**src/rtl/alu_pipe.sv**
```systemverilog
// Pipelined ALU with valid/ready handshakes on both sides and STAGES register stages.
// Optional accumulated-overflow flag is built only when ALU_PIPE_STICKY_OVF_EN is defined.
module alu_pipe #(
    parameter int WIDTH  = 32,
    parameter int STAGES = 2
) (
    input  logic             clk,
    input  logic             rst,
    input  logic             in_valid,
    output logic             in_ready,
    input  logic [WIDTH-1:0] R2,
    input  logic [WIDTH-1:0] R3,
    input  logic [2:0]       ALUOp,
    output logic             out_valid,
    input  logic             out_ready,
    output logic [WIDTH-1:0] R0,
    output logic             overflow,
    output logic             zero,
    output logic             carry,
    output logic             ovf_sticky,
    input  logic             sticky_clr
);

    // Stage payload layout: {result, overflow, zero, carry}
    localparam int DW = WIDTH + 3;

    typedef enum logic [2:0] {
        OP_MOV = 3'b000,
        OP_NOT = 3'b001,
        OP_ADD = 3'b010,
        OP_SUB = 3'b011,
        OP_OR  = 3'b100,
        OP_AND = 3'b101,
        OP_XOR = 3'b110,
        OP_SLT = 3'b111
    } alu_op_e;

    // SUB shares the adder: operand B inverted with a carry-in of one.
    function automatic logic [DW-1:0] alu_compute(
        input logic [WIDTH-1:0] a,
        input logic [WIDTH-1:0] b,
        input logic [2:0]       op
    );
        logic [WIDTH:0]   sum_v;
        logic [WIDTH-1:0] b_v;
        logic [WIDTH-1:0] res_v;
        logic             ovf_v;
        logic             cy_v;
        b_v   = (op == OP_SUB) ? ~b : b;
        sum_v = {1'b0, a} + {1'b0, b_v} + {{WIDTH{1'b0}}, (op == OP_SUB)};
        res_v = {WIDTH{1'b0}};
        ovf_v = 1'b0;
        cy_v  = 1'b0;
        case (op)
            OP_MOV: res_v = a;
            OP_NOT: res_v = ~a;
            OP_ADD, OP_SUB: begin
                res_v = sum_v[WIDTH-1:0];
                cy_v  = sum_v[WIDTH];
                ovf_v = (a[WIDTH-1] == b_v[WIDTH-1]) && (res_v[WIDTH-1] != a[WIDTH-1]);
            end
            OP_OR:  res_v = a | b;
            OP_AND: res_v = a & b;
            OP_XOR: res_v = a ^ b;
            OP_SLT: res_v = {{(WIDTH-1){1'b0}}, ($signed(a) < $signed(b))};
            default: res_v = {WIDTH{1'b0}};
        endcase
        return {res_v, ovf_v, (res_v == {WIDTH{1'b0}}), cy_v};
    endfunction

    logic [STAGES-1:0] valid_r;
    logic [DW-1:0]     data_r [STAGES];
    logic [STAGES-1:0] adv_s;
    logic [DW-1:0]     comp_s;

    assign comp_s = alu_compute(R2, R3, ALUOp);

    // Stall chain from the output end: a stage advances when empty or when its successor advances.
    always_comb begin
        logic chain_v;
        chain_v            = !valid_r[STAGES-1] || out_ready;
        adv_s              = {STAGES{1'b0}};
        adv_s[STAGES-1]    = chain_v;
        for (int k = STAGES - 2; k >= 0; k--) begin
            chain_v  = !valid_r[k] || chain_v;
            adv_s[k] = chain_v;
        end
    end

    // Stage registers; payloads only load with valid data so bubbles never disturb held outputs.
    always_ff @(posedge clk) begin
        if (rst) begin
            valid_r <= {STAGES{1'b0}};
            for (int k = 0; k < STAGES; k++) begin
                data_r[k] <= {DW{1'b0}};
            end
        end else begin
            if (adv_s[0]) begin
                valid_r[0] <= in_valid;
                if (in_valid) begin
                    data_r[0] <= comp_s;
                end
            end
            for (int k = 1; k < STAGES; k++) begin
                if (adv_s[k]) begin
                    valid_r[k] <= valid_r[k-1];
                    if (valid_r[k-1]) begin
                        data_r[k] <= data_r[k-1];
                    end
                end
            end
        end
    end

    assign in_ready  = adv_s[0];
    assign out_valid = valid_r[STAGES-1];
    assign R0        = data_r[STAGES-1][DW-1:3];
    assign overflow  = data_r[STAGES-1][2];
    assign zero      = data_r[STAGES-1][1];
    assign carry     = data_r[STAGES-1][0];

`ifdef ALU_PIPE_STICKY_OVF_EN
    logic out_xfer_s;
    logic ovf_sticky_r;

    assign out_xfer_s = out_valid && out_ready;

    // Accumulated overflow: a new overflowing transfer takes priority over a clear.
    always_ff @(posedge clk) begin
        if (rst) begin
            ovf_sticky_r <= 1'b0;
        end else if (out_xfer_s && overflow) begin
            ovf_sticky_r <= 1'b1;
        end else if (sticky_clr) begin
            ovf_sticky_r <= 1'b0;
        end
    end

    assign ovf_sticky = ovf_sticky_r;
`else
    logic unused_sticky_clr_s;
    assign unused_sticky_clr_s = sticky_clr;
    assign ovf_sticky          = 1'b0;
`endif

    alu_pipe_checker #(
        .WIDTH (WIDTH)
    ) u_checker (
        .clk       (clk),
        .rst       (rst),
        .in_ready  (in_ready),
        .out_valid (out_valid),
        .out_ready (out_ready),
        .R0        (R0),
        .overflow  (overflow),
        .zero      (zero),
        .carry     (carry)
    );

endmodule

// Handshake properties of alu_pipe: stalled outputs hold, and a draining output never blocks input.
module alu_pipe_checker #(
    parameter int WIDTH = 32
) (
    input logic             clk,
    input logic             rst,
    input logic             in_ready,
    input logic             out_valid,
    input logic             out_ready,
    input logic [WIDTH-1:0] R0,
    input logic             overflow,
    input logic             zero,
    input logic             carry
);

    a_stall_hold: assert property (@(posedge clk) disable iff (rst)
        (out_valid && !out_ready) |=> (out_valid && $stable(R0) && $stable({overflow, zero, carry})));

    a_ready_when_draining: assert property (@(posedge clk) disable iff (rst)
        out_ready |-> in_ready);

endmodule

```
**config.mk**
```make
export PLATFORM = sky130hd
export DESIGN_NAME = alu_pipe
export DESIGN_NICKNAME = d
export VERILOG_FILES = /design/src/rtl/alu_pipe.sv
export SDC_FILE = /design/constraint.sdc
export NUM_CORES = 1
export LEC_CHECK = 0
export CORE_UTILIZATION = 45
export CTS_CLUSTER_DIAMETER = 150
export DETAILED_ROUTE_END_ITERATION = 7
export PLACE_DENSITY = 0.74
export RECOVER_POWER = 50
export SETUP_SLACK_MARGIN = 0.2
export SLEW_MARGIN = 10
export SYNTH_ARGS = -nofsm -noshare
export SYNTH_HDL_FRONTEND = slang
export SYNTH_SLANG_ARGS = --single-unit
```
**constraint.sdc**
```tcl
create_clock -name clk -period 9 [get_ports clk]
set_input_delay 1.35 -clock clk [delete_from_list [all_inputs] [get_ports clk]]
set_output_delay 1.35 -clock clk [all_outputs]
set_load 0.005 [all_outputs]
```
run_1/floorplan.png
Bar = 50 um. Pins as bars on the die edge.
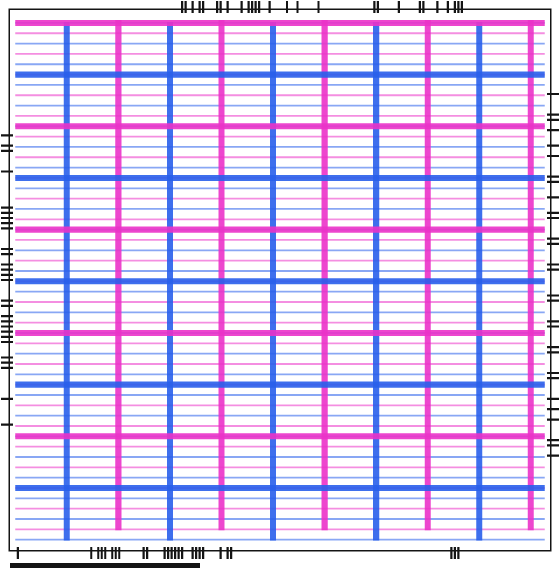
VSS: in blue. VDD: in magenta.
The core has 50 rows. 10 straps on met4. 51 met1 rails follow the rows. 110 signal pins sit on the boundary. 10 straps on met5.
Core ar.: 19000 um^2
Die Y: 142 um
Max rail drop VDD: 0.0739 mV
Die X: 142 um

run_1/class_map.png
Bar = 50 um.
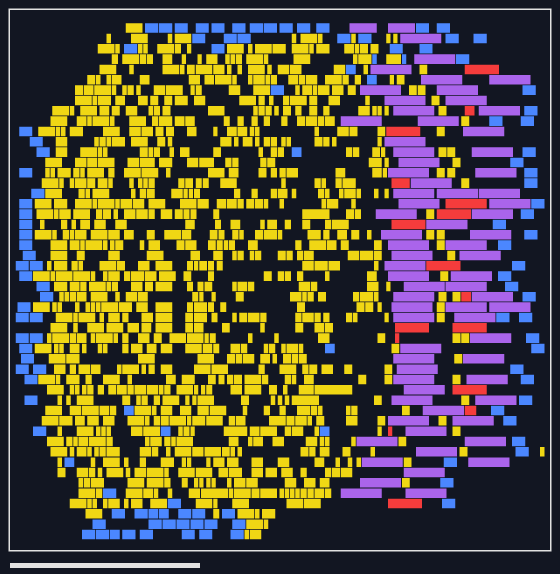
remaining logic cells: in yellow, cells 896. registers: in purple, cells 72. clock drivers and dummy loads: in red, cells 16. remaining buffers and delay cells: in blue, cells 119.

run_1/clock_wires.png
Bar = 50 um.
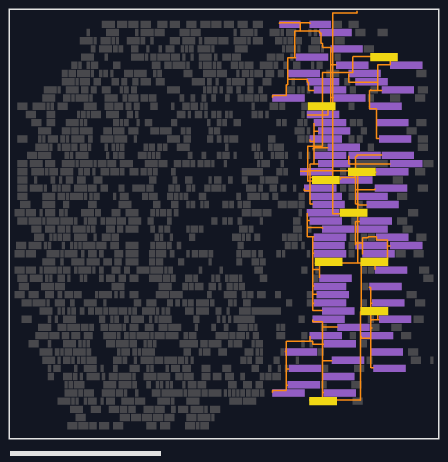
clock-net drivers: in yellow, count 9. flip-flops: in purple, count 72. clock wires: in orange, length 760 um.
There are 10 routed clock nets.
share of total power in the clock network: 27.6%
Insertion Delay late pin: 0.33 ns
clock skew: 0.00855 ns

run_1/layers.png
Two of the layers only.
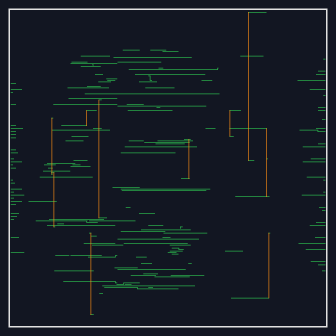
M4: in orange, wire length 302 um. M3: in green, wire length 1700 um.

==> impl_metrics.toml, run 1 <==
# physical design summary
[yosys]
synth_chip_area_um2 = 8840
top_cell_area_share_pct = 23.8
ys_sh_simple_pct = 17.0
synth-async-reset-ratio_pct = 0
ff_type = "edfxtp_1"
adder_share_pct = 19.5
logic_family = "AND-OR/OR-AND gates"
synth-xor-area-share_pct = 7.04

[worst_setup_path]
cp-endpoint = "data_r[0][1]$_SDFFCE_PN0P_"
critPathLaunchType = "primary input"
cp_slowest_stage_delay_ns = 0.47
crit_type = "primary input to flip-flop"

[route]
vias = 7532
first_pass_iters = 5
wl_met3_um = 1700
vias_per_cell = 5.53
wirelength_um = 22600
wl_per_cell_um = 16.6

[clock_tree]
ctsHtreeMaxLevel = 3
clk_path_buf_depth = 2

[flow_run]
maxCapViolCount = 1

[grt]
antenna_found_initial = 0
grt_overflow = 0
grtUsageMet3_pct = 1.62

[timing]
min_period_ns = 6.02
slew_viol_final = 36

[power]
combPwrFrac_pct = 39.8
comb-power_mw = 0.497
power_density_nw_per_um2 = 123

[run_status]
outcome = "complete, but fails checks"
violations = "max-capacitance violations, max-slew violations"

[placed_design]
pre_cts_ws_ns = 2.73

[cells_and_area]
flop_area_um2 = 2140
largest_reg_flops = 70
n_all_buffers = 119
reg_top3 = "data_r (70), valid_r (2)"
largestClassByArea = "combinational gates"
drive_above_1_share_pct = 3.81

[floorplanning]
initCoreUtil_pct = 46.6

[worst_hold_path]
min_path_cells = 1
run_1/placed.png
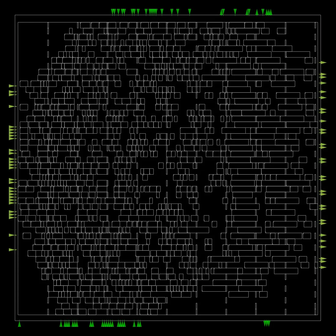

==> run 2: changes to the inputs <==
- PLACE_DENSITY: 0.74 -> 0.76
- clock period: 9 -> 4.8 ns (I/O delays scaled with it)
run_2/placed.png
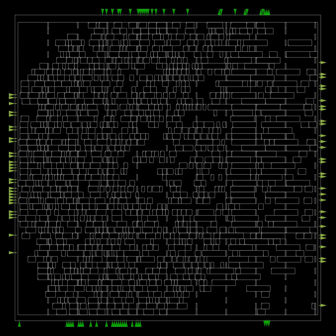
Seq area share: 20.0%
fill count: 1776

run_2/floorplan.png
Bar = 50 um. Pins as bars on the die edge.
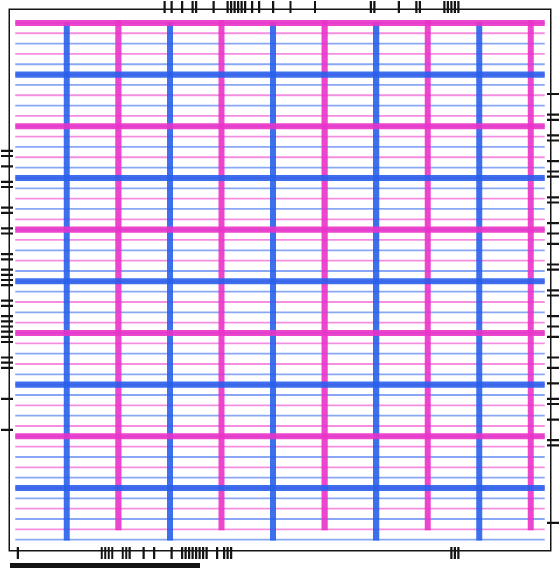
VDD: in magenta. VSS: in blue.
10 straps on met4. The core has 50 rows. 51 met1 rails follow the rows. 10 straps on met5.

==> impl_metrics.toml, run 2 <==
# physical design summary
[placed_design]
place_hpwl_um = 18900
finalWeightedCongestion = 0.934
port_buffers = 107
pre_cts_ws_ns = 0.105

[run_status]
outcome = "complete, but fails checks"
violations = "max-capacitance violations, max-slew violations"

[power]
power_density_nw_per_um2 = 238
clockPowerShare_pct = 30.0
vdd_ir_drop_max_mv = 0.157
leakagePower_nw = 4.76
pg_clk_mw = 0.766
comb-power_mw = 1.02
combPwrFrac_pct = 40.0

[floorplanning]
rows = 50
die_w_um = 142
die_y_um = 142
placeableCoreArea_um2 = 19000
num_io_pins = 110
die_area_um2 = 20200
initCoreUtil_pct = 46.6

[cells_and_area]
regMostFlops = "data_r"
largest_reg_flops = 70
reg_top3 = "data_r (70), valid_r (2)"
logic_area_um2 = 5870
n_all_inverters = 108
drive_above_1_share_pct = 9.30
largestClassByArea = "combinational gates"
antenna_cells = 0
logic_gates = 788
n_all_buffers = 177
buf_share_pct = 15.0
fin_util_pct = 56.5
n_clock_buffer = 10
layout.cells.non_filler = 1421
flop_area_um2 = 2140

[yosys]
adder_share_pct = 19.5
logic_family = "AND-OR/OR-AND gates"
ys_seq_share_pct = 24.2
ff_type = "edfxtp_1"
top_cell_area_share_pct = 23.8
ys_sh_simple_pct = 17.0
area_leaders = "edfxtp_1 (24%), ha_1 (19%), xnor2_1 (4.9%)"
synth-async-reset-ratio_pct = 0
synth_chip_area_um2 = 8840
synth-xor-area-share_pct = 7.04

[timing]
tightestPinTransition_ns = 1.77
min_period_ns = 4.39
hold_viol = 0
finClkSkew_ns = 0.00762
slew_viol_final = 36
slew_headroom_pct = -17.8

[flow_run]
maxCapViolCount = 1

[worst_setup_path]
cp_slowest_stage_delay_ns = 0.50
critPathLaunchType = "primary input"
reg2reg_slack_ns = 2.37
critical_path_peak_fanout = 5
crit_family = "simple AND/OR/NAND/NOR gates"
cp_slowest_cell = "a2111o_1"
rr_startpoint = "valid_r[1]$_SDFFE_PP0P_"
crit_type = "primary input to flip-flop"
worstPathArrival_ns = 4.59
cp-endpoint = "data_r[0][1]$_SDFFCE_PN0P_"

[route]
drtIter0Drc = 541
wl_met3_um = 1260
first_pass_iters = 5
vias = 7693
wirelength_um = 23300
top_layer_used = "met4"
vias_per_cell = 5.41
wl_per_cell_um = 16.4

[grt]
grt_overflow = 0
grt_usage_pct = 23.5
met2_usage_pct = 35.8
antenna_found_initial = 0
grt_pass1_vias = 7111
grtUsageMet3_pct = 1.55

[worst_hold_path]
min_path_cells = 1

[clock_tree]
ctsHtreeMaxLevel = 3
cts_resized = 0
clkLatencyLatePin_ns = 0.33
clk_path_buf_depth = 2
run_2/class_map.png
Bar = 50 um.
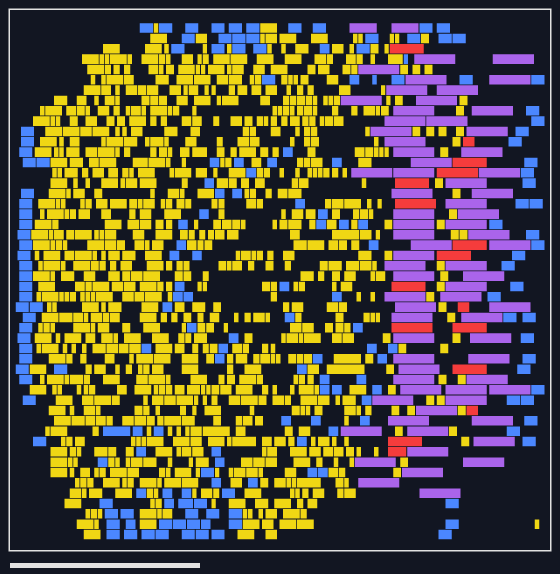
clock drivers and dummy loads: in red, cells 16. remaining logic cells: in yellow, cells 896. registers: in purple, cells 72. remaining buffers and delay cells: in blue, cells 177.

run_2/layers.png
Two of the layers only.
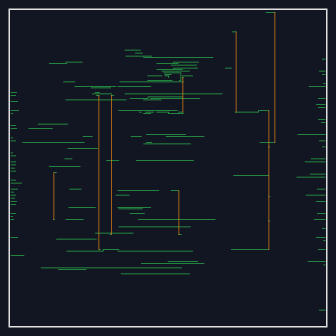

==> run 3: changes to the inputs <==
- HOLD_SLACK_MARGIN: default -> 0.15
- PLACE_DENSITY: 0.76 -> 0.74
- clock period: 4.8 -> 5.37 ns (I/O delays scaled with it)
run_3/layers.png
Two of the layers only.
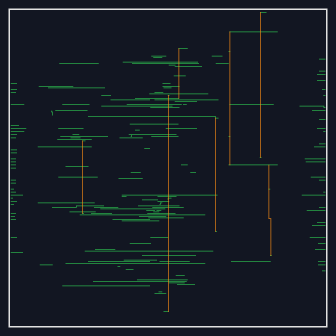
M4: in orange, wire length 370 um. M3: in green, wire length 1660 um.
Avg WL per Cell: 16.7 um
Via Count: 7567
Total Routing Usage GR: 23.2%

run_3/floorplan.png
Bar = 50 um. Pins as bars on the die edge.
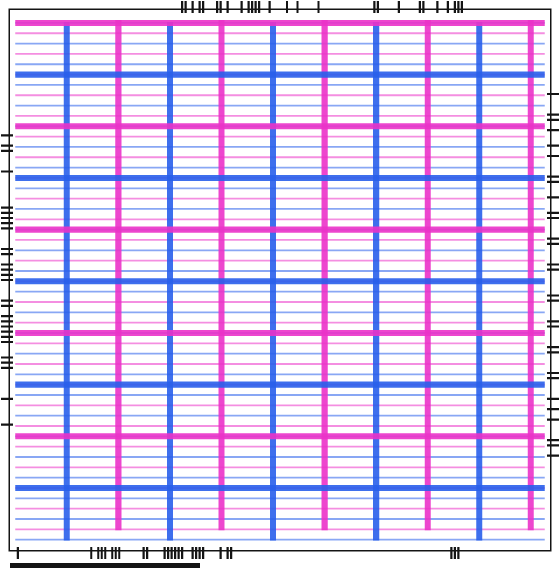
Max rail drop VDD: 0.165 mV

==> impl_metrics.toml, run 3 <==
# physical design summary
[worst_setup_path]
critical_path_peak_fanout = 5
worstPathArrival_ns = 4.83
rr_startpoint = "valid_r[1]$_SDFFE_PP0P_"
crit_family = "simple AND/OR/NAND/NOR gates"
reg2reg_slack_ns = 2.76
critPathLaunchType = "primary input"

[power]
combPwrFrac_pct = 40.6
clockPowerShare_pct = 26.5
comb-power_mw = 0.846
leakagePower_nw = 4.49
pg_clk_mw = 0.552

[yosys]
adder_share_pct = 19.5
synth-async-reset-ratio_pct = 0
synth-xor-area-share_pct = 7.04
area_leaders = "edfxtp_1 (24%), ha_1 (19%), xnor2_1 (4.9%)"
synth_chip_area_um2 = 8840
ff_type = "edfxtp_1"

[cells_and_area]
reg_top3 = "data_r (70), valid_r (2)"
layout.cells.non_filler = 1371
drive_above_1_share_pct = 4.23
n_clock_buffer = 11
fillCellCount = 1784
antenna_cells = 0
fin_util_pct = 53.9
buf_share_pct = 12.1

[grt]
met2_usage_pct = 34.4

[timing]
tightestPinTransition_ns = 1.80
slew_headroom_pct = -19.8
slew_viol_final = 36

[floorplanning]
placeableCoreArea_um2 = 19000
initCoreUtil_pct = 46.6
die_w_um = 142
die_area_um2 = 20200
num_io_pins = 110

[route]
drtIter0Drc = 597
wirelength_um = 22900
first_pass_iters = 5

[clock_tree]
clkLatencyLatePin_ns = 0.33

[placed_design]
place_hpwl_um = 18300

[run_status]
outcome = "complete, but fails checks"
violations = "max-capacitance violations, max-slew violations"

[flow_run]
maxCapViolCount = 1
run_3/class_map.png
Bar = 50 um.
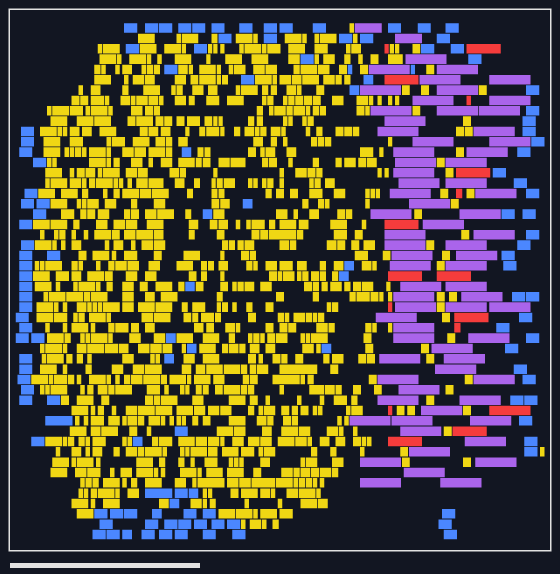
remaining buffers and delay cells: in blue, cells 127. remaining logic cells: in yellow, cells 896. registers: in purple, cells 72. clock drivers and dummy loads: in red, cells 16.
row count: 50
Seq area share: 21.0%

Power figures rest on the tool's default switching activity, not on a simulated workload.
